Design load_store_unit, sky130hd; sources not shown.
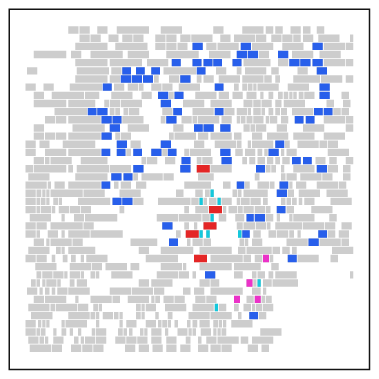
Run 1: gate-type map
Drawn at 3 px/um.
- adder and majority cells: red (cells 5; most used ha_1; where centre)
- inverters: cyan (cells 9; most used inv_1)
- AND-OR and OR-AND gates: blue (cells 83; most used a221o_1)
- AND and OR gates: magenta (cells 4; most used or2_2)
Post-Layout Cell Count: 843
combinational share of cell area: 31.01%
top logic cell by instance count in the layout: clkdlybuf4s50_1

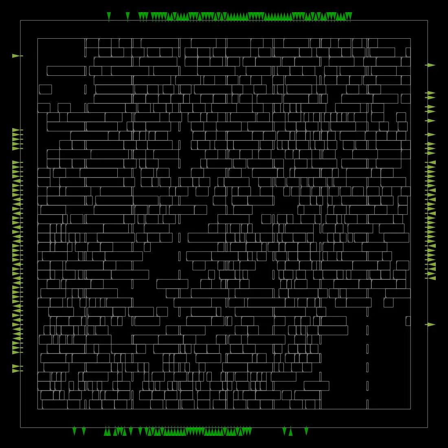
Run 1: placement view
Flop Count: 104
# rows: 40
Tapcells: 147
Core Util, Final: 64.71%
sequential share of cell area: 31.70%

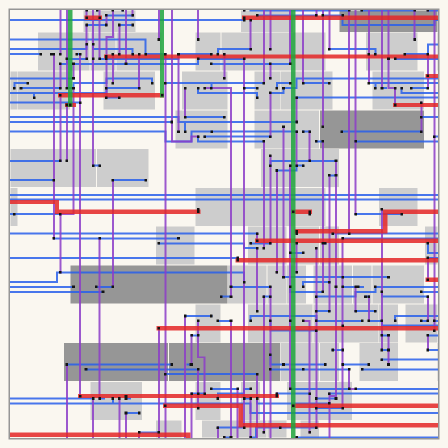
Run 1: layout detail
Window x 45 to 75, y 45 to 75 um. Cells in grey, sequential cells in the stronger grey; small squares are vias.
- metal 4: green
- metal 3: red
- metal 1: blue
- metal 2: purple
- most frequent: a221o_1 (6), a21oi_1 (6)
- cells with their middle in the window: 49
- sequential cells in the window: 5

==> results_dict.tcl, run 1 <==
# yosys + openroad results
set metrics [dict create \
    core_um2 11910 \
    flop_cell "dfxtp_1" \
    cp_num_cells 8 \
    lay_top_cells "clkdlybuf4s50_1 (133), nand2_1 (87), dfxtp_1 (67)" \
    crit_arrival_ns 2.44 \
    synthToLayoutAreaGrowth_pct 45.94 \
    wl_met1_mm 6.666 \
    ys_sh_xor_pct 0 \
    adder_share_pct 1.185 \
    n_all_buffers 215 \
    holdPathStages 2 \
    swShare_pct 33.49 \
    layout.area.seq_um2 2444 \
    grt_max_degree 60 \
    hold_viol_final 0 \
    p_sw_mw 1.025 \
    p_clk_share_pct 30.5 \
    cts_hold_buf 0 \
    inv_count 9 \
    yosys_cells 534 \
    synth.distinct_cells 45 \
    max_cap_viol_count 0 \
    p_int_mw 2.037 \
    pre_cts_slack_ns 0.3900 \
    drt-pass1-iter-count 5 \
    status "completed" \
    cts_setup_buffers 0 \
    die_w_um 119.6 \
    seqPwrFrac_pct 43.7 \
    met3_length_mm 1.749 \
    fillers 967 \
    whs_ns 0.2528 \
    fin_nets 799 \
    diodes 0 \
    drive_above_1_share_pct 16.09 \
    worst_path_max_delay_cell "nor3_1" \
    power_density_nw_per_um2 397.3 \
    cts_max_level 3 \
    route.detailed.drc 0 \
    placed_area_um2 7412 \
    synth-edff-count 36 \
]
==> run 2: changes to the inputs <==
--- a/config.mk
+++ b/config.mk
@@ -7,11 +7,12 @@
 export LEC_CHECK = 0
 export CAP_MARGIN = 20
 export CORE_MARGIN = 5
-export CORE_UTILIZATION = 44
-export CTS_CLUSTER_DIAMETER = 120
+export CORE_UTILIZATION = 45
 export DETAILED_ROUTE_END_ITERATION = 6
+export DONT_BUFFER_PORTS = 1
 export GPL_ROUTABILITY_DRIVEN = 0
-export PLACE_DENSITY = 0.76
+export PLACE_DENSITY = 0.56
+export SETUP_SLACK_MARGIN = 0.02
 export SYNTH_ARGS = -nofsm -noshare
 export SYNTH_HDL_FRONTEND = slang
 export SYNTH_SLANG_ARGS = --single-unit
==> results_dict.tcl, run 2 <==
# yosys + openroad results
set metrics [dict create \
    flop_cell "dfxtp_1" \
    n_tap_cell 143 \
    p_clk_share_pct 35.1 \
    final_common_cell "nand2_1" \
    yosys_cells 534 \
    synth.distinct_cells 45 \
    whs_ns 0.2336 \
    ff_count 104 \
    hold_viol_final 0 \
    pre_cts_slack_ns 0.03491 \
    num_rows 39 \
    lay_top_cells "nand2_1 (87), dfxtp_1 (66), a21oi_1 (61)" \
    grt_max_degree 60 \
    fillers 1026 \
    core_um2 11470 \
    n_all_buffers 50 \
    route.detailed.drc 0 \
    drt-pass1-iter-count 4 \
    power_density_nw_per_um2 480.1 \
    max_cap_viol_count 0 \
    fin_nets 634 \
    sh_seq_area_pct 39.31 \
    synthToLayoutAreaGrowth_pct 17.77 \
    comb_share_pct 38.95 \
    swShare_pct 32.32 \
    adder_share_pct 1.185 \
    finish.utilization_pct 54.24 \
    holdPathStages 1 \
    p_sw_mw 0.9651 \
    met3_length_mm 1.595 \
    layout.area.seq_um2 2445 \
    die_w_um 118.3 \
    wl_met1_mm 6.577 \
    p_int_mw 2.021 \
    cp_num_cells 7 \
    ys_sh_xor_pct 0 \
    cts_hold_buf 0 \
    status "completed" \
]
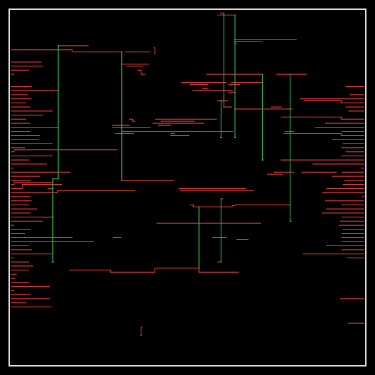
Run 2: metal layers overlaid
Drawn at 3 px/um. Only two layers are drawn.
- metal 4: green (wire length 320 um)
- metal 3: red (wire length 1600 um)
vias after detailed routing: 4161
WL/cell: 22.98 um
Tot GR Track Use: 21.47%

